### config.mk
export PLATFORM = sky130hd
export DESIGN_NAME = rf_writeback_unit
export DESIGN_NICKNAME = d
export VERILOG_FILES = /design/src/rtl/rf_writeback_unit.sv
export SDC_FILE = /design/constraint.sdc
export NUM_CORES = 1
export LEC_CHECK = 0
export ABC_CLOCK_PERIOD_IN_PS = 6700
export CAP_MARGIN = 15
export CORE_MARGIN = 2
export CORE_UTILIZATION = 50
export DETAILED_ROUTE_END_ITERATION = 6
export PLACE_DENSITY = 0.73
export SETUP_SLACK_MARGIN = 0.3
export SLEW_MARGIN = 20
export SYNTH_ARGS = -nofsm -noshare
export SYNTH_HDL_FRONTEND = slang
export SYNTH_SLANG_ARGS = --single-unit
### constraint.sdc
create_clock -name clock -period 6.7 [get_ports clock]
set_input_delay 2.01 -clock clock [delete_from_list [all_inputs] [get_ports clock]]
set_output_delay 2.01 -clock clock [all_outputs]
set_load 0.02 [all_outputs]
### src/rtl/rf_writeback_unit.sv
// Writeback unit for the 16x32 register file: merges ALU and load results into
// a small FIFO, retires one write per cycle and tracks pending writes per register.
module rf_writeback_unit #(
    parameter int bits_palavra  = 32,
    parameter int end_registros = 4,
    parameter int fifo_depth    = 4
) (
    input  logic                             clock,
    input  logic                             reset,

    input  logic                             alu_valid,
    input  logic [end_registros-1:0]         alu_dest,
    input  logic [bits_palavra-1:0]          alu_data,
    output logic                             alu_ready,

    input  logic                             mem_valid,
    input  logic [end_registros-1:0]         mem_dest,
    input  logic [bits_palavra-1:0]          mem_data,
    output logic                             mem_ready,

    input  logic                             read_req,

    input  logic                             issue_valid,
    input  logic [end_registros-1:0]         issue_dest,
    output logic                             issue_ready,

    input  logic [end_registros-1:0]         chk_a,
    input  logic [end_registros-1:0]         chk_b,
    output logic                             busy_a,
    output logic                             busy_b,

    output logic                             enable,
    output logic [end_registros-1:0]         IN_C,
    output logic [bits_palavra-1:0]          E,
    output logic [$clog2(fifo_depth+1)-1:0]  fifo_count
);

    localparam int num_regs = 1 << end_registros;
    localparam int ptr_w    = $clog2(fifo_depth);
    localparam int cnt_w    = $clog2(fifo_depth + 1);
    localparam logic [cnt_w-1:0] depth_c = cnt_w'(fifo_depth);

    logic [end_registros-1:0] dest_q [fifo_depth];
    logic [bits_palavra-1:0]  data_q [fifo_depth];

    logic [ptr_w-1:0] wr_ptr;
    logic [ptr_w-1:0] rd_ptr;
    logic [ptr_w-1:0] alu_slot;
    logic [cnt_w-1:0] count;
    logic [cnt_w-1:0] free;

    logic push_mem;
    logic push_alu;
    logic pop;

    logic [1:0]          sb [num_regs];
    logic [num_regs-1:0] sb_inc;
    logic [num_regs-1:0] sb_dec;

    // Free space looks at the current count only; a same-cycle pop gives no credit.
    assign free      = depth_c - count;
    assign mem_ready = (free != '0);
    assign alu_ready = (free >= cnt_w'(2)) || ((free != '0) && !mem_valid);

    assign push_mem = mem_valid && mem_ready;
    assign push_alu = alu_valid && alu_ready;
    assign pop      = (count != '0) && !read_req;

    // The load is the older operation, so it takes the first free slot.
    assign alu_slot = push_mem ? wr_ptr + ptr_w'(1) : wr_ptr;

    assign fifo_count = count;

    always_ff @(posedge clock) begin
        if (push_mem) begin
            dest_q[wr_ptr] <= mem_dest;
            data_q[wr_ptr] <= mem_data;
        end
        if (push_alu) begin
            dest_q[alu_slot] <= alu_dest;
            data_q[alu_slot] <= alu_data;
        end
    end

    always_ff @(posedge clock or posedge reset) begin
        if (reset) begin
            wr_ptr <= '0;
            rd_ptr <= '0;
            count  <= '0;
        end else begin
            wr_ptr <= wr_ptr + ptr_w'(push_mem) + ptr_w'(push_alu);
            rd_ptr <= rd_ptr + ptr_w'(pop);
            count  <= count + cnt_w'(push_mem) + cnt_w'(push_alu) - cnt_w'(pop);
        end
    end

    // Write port is registered; address and data hold when nothing retires.
    always_ff @(posedge clock or posedge reset) begin
        if (reset) begin
            enable <= 1'b0;
            IN_C   <= '0;
            E      <= '0;
        end else begin
            enable <= pop;
            if (pop) begin
                IN_C <= dest_q[rd_ptr];
                E    <= data_q[rd_ptr];
            end
        end
    end

    always_comb begin
        sb_inc = '0;
        sb_dec = '0;
        if (issue_valid && issue_ready) begin
            sb_inc[issue_dest] = 1'b1;
        end
        if (enable) begin
            sb_dec[IN_C] = 1'b1;
        end
    end

    // A decrement of an idle register is a producer error and saturates at zero.
    always_ff @(posedge clock or posedge reset) begin
        if (reset) begin
            for (int i = 0; i < num_regs; i++) begin
                sb[i] <= 2'd0;
            end
        end else begin
            for (int i = 0; i < num_regs; i++) begin
                if (sb_inc[i] && !sb_dec[i]) begin
                    sb[i] <= sb[i] + 2'd1;
                end else if (sb_dec[i] && !sb_inc[i] && (sb[i] != 2'd0)) begin
                    sb[i] <= sb[i] - 2'd1;
                end
            end
        end
    end

    assign issue_ready = (sb[issue_dest] != 2'd3);
    assign busy_a      = (sb[chk_a] != 2'd0);
    assign busy_b      = (sb[chk_b] != 2'd0);

endmodule

### M4 wires, run 1

Supply wires on this layer in gray.
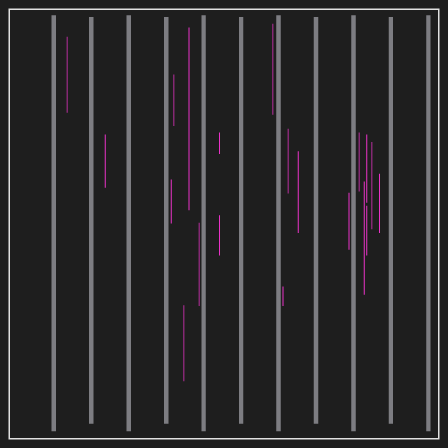
main direction: vertical
nets with wire on the layer: 13
longest straight run: 66.0 um
Routed WL: 26700 um
Vias: 7221

### Wiring by layer, run 1

Only two layers are drawn.
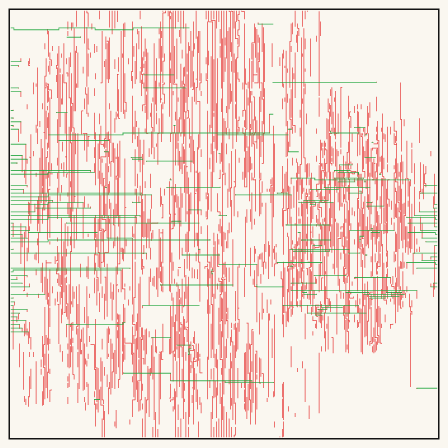
legend:
  red:
    layer: M2
    wire_length: 13700 um
  green:
    layer: M3
    wire_length: 1870 um

### Layout detail, run 1

The bar under the picture is 10 um long. Window x 63 to 93, y 63 to 93 um. Cells in gray, sequential cells in the stronger gray; small squares are vias.
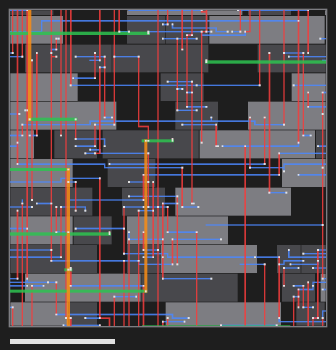
legend:
  orange:
    layer: M4
  blue:
    layer: M1
  green:
    layer: M3
  red:
    layer: M2
cells with their middle in the window: 34
most frequent: edfxtp_1 (10), mux2_2 (5), clkbuf_16 (4)
netlist names of flops here include: data_q (7), dest_q (3), rd_ptr (2)
sequential cells in the window: 13

### Met1 routing, run 1

Supply wires on this layer in gray.
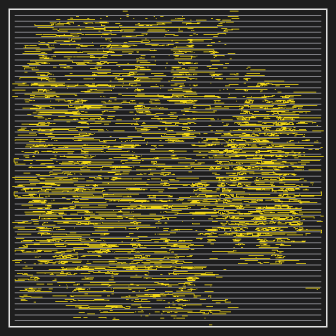
main direction: horizontal
share of all routed wire: 40%
routing usage on met1: 0.282

==> results_slide.txt, run 1 <==
Run Summary

Status
  – Status: completed

Clocking
  – CTS tree: built
  – Clock Path Buffers: 3
  – CTS resizes: 0
  – Skew-Pair Late Insertion Delay: 510 ps
  – # hold bufs at CTS: 0
  – Total CTS buffers: 24

Floorplan
  – Die y size: 155 um
  – I/O pin cnt: 135
  – DIE AREA: 24000 um2
  – Floorplan utilization: 0.507
  – Core footprint: 22500 um2
  – Cell Rows: 55

Synth
  – Post-synth area hogs: edfxtp_1, mux2_2, dfrtp_1
  – Post-Syn Instances: 770
  – Top cell types by occurrence after synthesis: mux2_2, edfxtp_1, dfrtp_1
  – Yosys warning count: 0
  – Top area contributor share: 0.379
  – Cell total in the yosys stat output: 770
  – Cell Area, Synth: 11400 um2
  – Synth Register Bits: 220
  – Avg Synthesized Cell Area: 14.8 um2
  – Cell with the most instances after synthesis: mux2_2

Global route
  – First-pass GRT wire length: 42400 um
  – All-Layer GR Usage: 0.227
  – Initial antenna violation count: 0
  – Vias in the first global route: 7631

Timing
  – Worst rel slew slack: 0.303
  – Crit share post-route: 0.938
  – Hold_ws: 504 ps
  – Clock Skews: 9.99 ps
  – Worst Tran Pin Value: 1050 ps

Placement
  – Placer Congestion: 0.917
  – Port Buf Inserts: 134

Routing
  – Drt drc: 0
  – DR iter-0 viols: 410
  – Drt wl/cell: 22.1 um

Cells and area
  – Share of layout cells above drive strength 1: 0.328
  – N_diodes: 0
  – Commonest Layout Cell: mux2_2

Critical path
  – Crit path depth: 5
  – Critical setup path kind: in -> out
  – Crit-path leading delay family: buffers and inverters
  – Setup crit end: busy_a
  – CP Capture Type: output pin
  – Reg2reg start: fifo_count[1]
  – Worst Setup Start Kind: primary input

Min path
  – Min-Delay Endpoint: E[12]
  – HP Class: reg -> reg

Job
  – OpenROAD warning count: 31
## run 1: stage by stage
stage | setup slack [ps] | cell area, um2 | std cells | util | total power [mW]
6_report | 419 | 13900 | 1209 | 0.617 | 6.28
5_1_grt | 327 | 13900 | 1209 | 0.617 | 6.60
4_1_cts | 314 | 13900 | 1209 | 0.617 | 6.33
3_5_place_dp | 315 | 13100 | 1165 | 0.580 | 4.94
3_3_place_gp | 380 | 13100 | 1165 | 0.580 | 4.89
2_1_floorplan | 1210 | 11400 | 770 | - | 4.04
## run 1: metal layers
metal	GRT usage	share of wire	wire, um	up-vias
li1	-	-	-	3274
met1	0.282	0.40	10700	3663
met2	0.402	0.51	13700	241
met3	0.0540	0.070	1870	43
met4	0.0556	0.018	493	0
met5	0	0	0	-
## run 1: logic make-up after synthesis
family / count (synthesis) / synth area share
buffers and inverters: 61 / 0.0276
DFF: 220 / 0.546
adders and majority gates: 13 / 0.0162
xor gates and xnor gates: 20 / 0.0154
and+or+nand+nor: 126 / 0.0524
muxes: 234 / 0.285
AOI/OAI and AO/OA: 96 / 0.0575
## run 1: report_power, final
| part | total [mW] | switching [mW] | internal [mW] |
|---|---|---|---|
| Combinational | 2.41 | 1.20 | 1.21 |
| Clock | 1.37 | 0.527 | 0.840 |
| Sequential | 2.50 | 0.357 | 2.14 |
## run 1: cell type report
cell class,count,area (um2),area share
Clock buffer,34,699,0.0504
Clock inverter,10,124,0.00892
Inverter,20,76.3,0.00550
Multi-Input combinational cell,489,4910,0.354
Sequential cell,220,6230,0.449
Tap cell,285,357,0.0257
Timing Repair Buffer,151,1490,0.107
## run 1: state kept, by name, summed over array words and instances, names as in the netlist
signal,flops
wr_ptr,2
dest_q,16
sb,32
data_q,128
fifo_count,3
enable,1
IN_C,4
E,32
rd_ptr,2
--- run 2 (diff from run 1) ---
Settings changed: ABC_CLOCK_PERIOD_IN_PS 6700 to 6900, CORE_UTILIZATION 50 to 57, PLACE_DENSITY 0.73 to 0.81.
Clock period 6.7 ns to 6.9 ns, I/O delays scaled along.
### Met1 routing, run 2

Supply wires on this layer in gray.
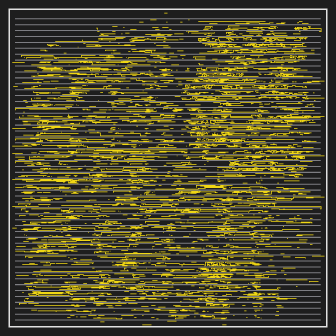
Routed WL: 27200 um
Vias: 7432
routing usage on met1: 0.333

### Wiring by layer, run 2

Only two layers are drawn.
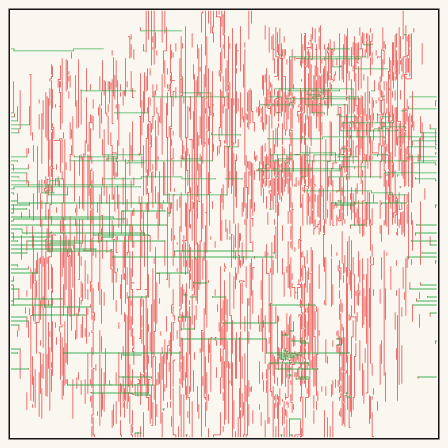
drt wl/cell: 23.0 um
All-Layer GR Usage: 0.264

==> results_slide.txt, run 2 <==
Run Summary

Placement
  – Port Buf Inserts: 134
  – Placer Congestion: 0.958

Cells and area
  – MI comb cells: 489
  – Top class by area: registers
  – N_diodes: 0
  – Largest registers: data_q (128), E (32), sb (32)
  – Commonest Layout Cell: mux2_2
  – Share of layout cells above drive strength 1: 0.325
  – Number of signal-net buffers in the layout: 146
  – Largest register FFs: 128
  – Register area: 6230 um2
  – Buffer share of cell area: 0.104
  – Post-layout util: 0.707
  – Signal inverters: 20

Routing
  – Drt drc: 0
  – DR iter-0 viols: 624

Pwr
  – Net Sw Frac: 0.334
  – Comb power: 2.30 mW
  – Clock share of power: 0.219
  – Register share of total power: 0.402
  – Seq. pwr: 2.44 mW

Synth
  – Avg Synthesized Cell Area: 14.8 um2
  – Yosys warning count: 0
  – Top area contributor share: 0.379

Clocking
  – Skew-Pair Late Insertion Delay: 530 ps
  – Total CTS buffers: 24
  – Clock Path Buffers: 3

Critical path
  – Worst Setup Start Kind: primary input
  – Setup crit end: busy_a
  – Critical setup path kind: in -> out
  – Reg2reg start: fifo_count[1]
  – CP Capture Type: output pin

Floorplan
  – Die y size: 145 um
  – DIE AREA: 21200 um2
  – Tap cells: 265
  – I/O pin cnt: 135

Status
  – Status: completed

Timing
  – Crit share post-route: 0.934

Global route
  – Vias in the first global route: 8157
### Layout detail, run 2

The bar under the picture is 10 um long. Window x 58 to 88, y 58 to 88 um. Cells in gray, sequential cells in the stronger gray; small squares are vias.
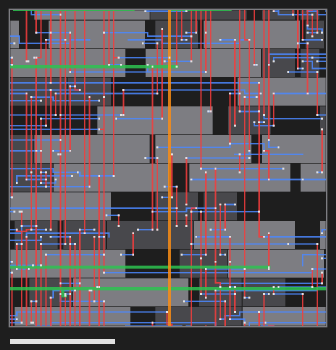
legend:
  blue:
    layer: M1
  red:
    layer: M2
  orange:
    layer: M4
  green:
    layer: M3
most frequent: edfxtp_1 (11), mux2_2 (10), dfrtp_1 (5)
sequential cells in the window: 18
cells with their middle in the window: 36
netlist names of flops here include: data_q (7), dest_q (4), E (3)

run 2: cell count changes in the layout (fill, tap and decap cells not counted), sizes merged:
| cell | previous run | this run |
|---|---|---|
| buf | 17 | 12 |
| clkbuf | 34 | 32 |
| bufinv | 3 | 4 |
| clkdlybuf4s50 | 132 | 133 |
| clkinvlp | 0 | 1 |
| dlymetal6s2s | 2 | 1 |
run 2: stage by stage:
stage	hold WS [ps]	instance area, um2	setup slack (ps)	instances	power, mW
after floorplan	474	11400	1290	770	3.92
after global placement	489	13000	422	1140	4.67
after detailed placement	495	13000	383	1140	4.78
after CTS	507	13800	369	1184	6.12
after global routing	529	13800	330	1184	6.39
final	503	13800	453	1184	6.08
run 2: worst min-delay path by stage:
stage            from      to  slack (ps)  cells after the start
2_1_floorplan  sb[30]  sb[30]         470                      1
3_3_place_gp     E[4]    E[4]         490                      1
3_5_place_dp    E[30]   E[30]         490                      1
4_1_cts         E[23]   E[23]         510                      1
5_1_grt         E[11]   E[11]         530                      1
6_report        E[23]   E[23]         500                      1
run 2: cells by family after synthesis:
| family | synth area share |
|---|---|
| buffers and inverters | 0.0276 |
| and+or+nand+nor | 0.0524 |
| xor gates and xnor gates | 0.0154 |
| adders and majority gates | 0.0162 |
| AOI/OAI and AO/OA | 0.0575 |
| muxes | 0.285 |
| DFF | 0.546 |
run 2: layer usage:
| metal | vias to the layer above | GRT usage | routed length, um |
|---|---|---|---|
| met2 | 322 | 0.453 | 13800 |
| li1 | 3268 | - | - |
| met3 | 59 | 0.0536 | 2120 |
| met4 | 0 | 0.103 | 775 |
| met1 | 3783 | 0.333 | 10500 |
| met5 | - | 0 | 0 |
run 2: timing repair:
action / in CTS / in global routing
endpoints found under the setup margin: 0 / 1
gates resized: 0 / 1
buffers inserted: 0 / 0
--- run 3 (diff from run 2) ---
Settings changed: CORE_UTILIZATION 57 to 59, DONT_BUFFER_PORTS from default to 1, PLACE_DENSITY 0.81 to 0.75.
==> results_slide.txt, run 3 <==
Run Summary

Cells and area
  – N_diodes: 0
  – Post-layout util: 0.655
  – Largest register FFs: 128
  – Commonest Layout Cell: mux2_2
  – Share of layout cells above drive strength 1: 0.373

Pwr
  – Cell Int Power: 3.67 mW
  – Clock share of power: 0.213
  – Net Sw Frac: 0.346
  – Comb power frac: 0.324
  – Switch Pwr: 1.94 mW

Min path
  – HP Class: reg -> reg
  – Hold path depth: 1

Floorplan
  – Core footprint: 18800 um2
  – Floorplan utilization: 0.606
  – Cell Rows: 50

Timing
  – Crit share post-route: 0.833
  – Worst Tran Pin Value: 1090 ps
  – Hold_ws: 550 ps

Synth
  – Cell with the most instances after synthesis: mux2_2
  – Yosys warning count: 0
  – Post-Syn Instances: 770
  – Synth Register Bits: 220
  – Post-synth area hogs: edfxtp_1, mux2_2, dfrtp_1

Job
  – OpenROAD warning count: 31

Clocking
  – CTS resizes: 0
  – Skew-Pair Late Insertion Delay: 520 ps
  – # hold bufs at CTS: 0

Status
  – Status: completed

Global route
  – First-pass GRT wire length: 40700 um
  – Initial antenna violation count: 0

Critical path
  – Reg2reg start: fifo_count[1]
  – Critical setup path kind: in -> out
  – CP Capture Type: output pin

Routing
  – Drt drc: 0
  – DR iter-0 viols: 490
-- run 3: cell counts after synthesis --
No cell type changed its count.
-- run 3: worst max-delay path, stage by stage --
cell and delay, ps:
mux4_1 550, a22oi_1 210, and3_1 190, buf_4 220, or2_4 420
-- run 3: layer usage --
layer	track usage	vias up	routed length, um
li1	-	2985	-
met1	0.316	3528	9940
met2	0.459	230	13500
met3	0.0778	41	2090
met4	0.0641	0	457
met5	0.00752	-	0
-- run 3: cells by family after synthesis --
kind of cell / Yosys count / share of synthesized area
muxes: 234 / 0.285
DFF: 220 / 0.546
and+or+nand+nor: 126 / 0.0524
AOI/OAI and AO/OA: 96 / 0.0575
buffers and inverters: 61 / 0.0276
xor gates and xnor gates: 20 / 0.0154
adders and majority gates: 13 / 0.0162
-- run 3: power by group through the flow --
| stage | clock network, mW | logic [mW] | registers, mW |
|---|---|---|---|
| 6_report | 1.20 | 1.81 | 2.60 |
| 5_1_grt | 1.27 | 1.96 | 2.66 |
| 4_1_cts | 1.21 | 1.84 | 2.60 |
| 3_5_place_dp | 0 | 1.83 | 2.63 |
| 3_3_place_gp | 0 | 1.76 | 2.59 |
| 2_1_floorplan | 0 | 1.49 | 2.43 |
-- run 3: cell type report --
cell class	count	area [um2]	share of cell area
clock buffer	37	659	0.0534
clock inverter	6	65.1	0.00527
inverter	20	76.3	0.00619
multi-input combinational	489	4920	0.398
sequential	220	6230	0.505
tap	260	325	0.0264
timing repair buffer	9	67.6	0.00548
-- run 3: per-stage QoR --
| step | std cells | setup WS [ps] | area (um2) |
|---|---|---|---|
| final | 1041 | 1160 | 12300 |
| after global routing | 1041 | 1110 | 12300 |
| after CTS | 1041 | 1200 | 12300 |
| after detailed placement | 998 | 1210 | 11600 |
| after global placement | 998 | 1250 | 11600 |
| after floorplan | 770 | 1290 | 11400 |
### Wiring by layer, run 3

Only two layers are drawn.
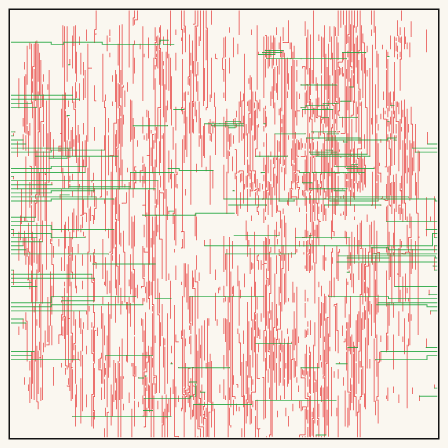
Routed WL: 26000 um
All-Layer GR Usage: 0.261
drt wl/cell: 25.0 um
Vias: 6784

### Clock nets, run 3

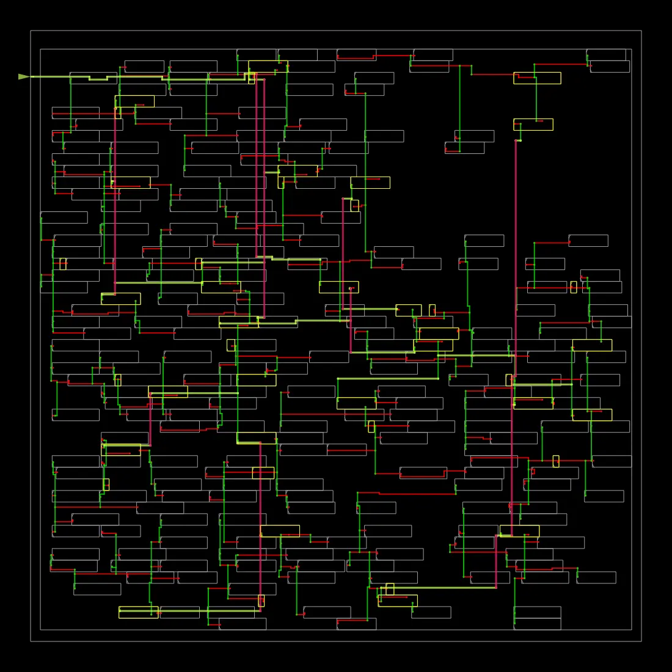
clk pwr: 1.20 mW
total CTS buffers: 24
seq_cells: 220

### M4 wires, run 3

Supply wires on this layer in gray.
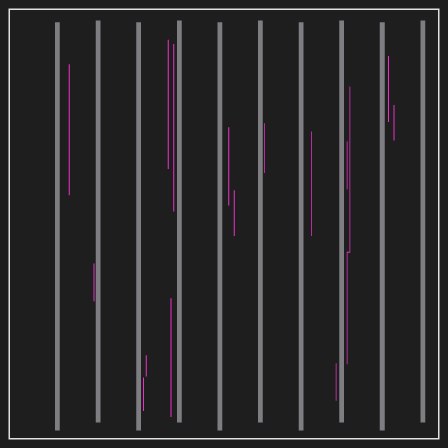
wire length on this layer: 458 um
longest straight run: 55.8 um
main direction: vertical
nets with wire on the layer: 11

Power is estimated from default activity; no workload was simulated.
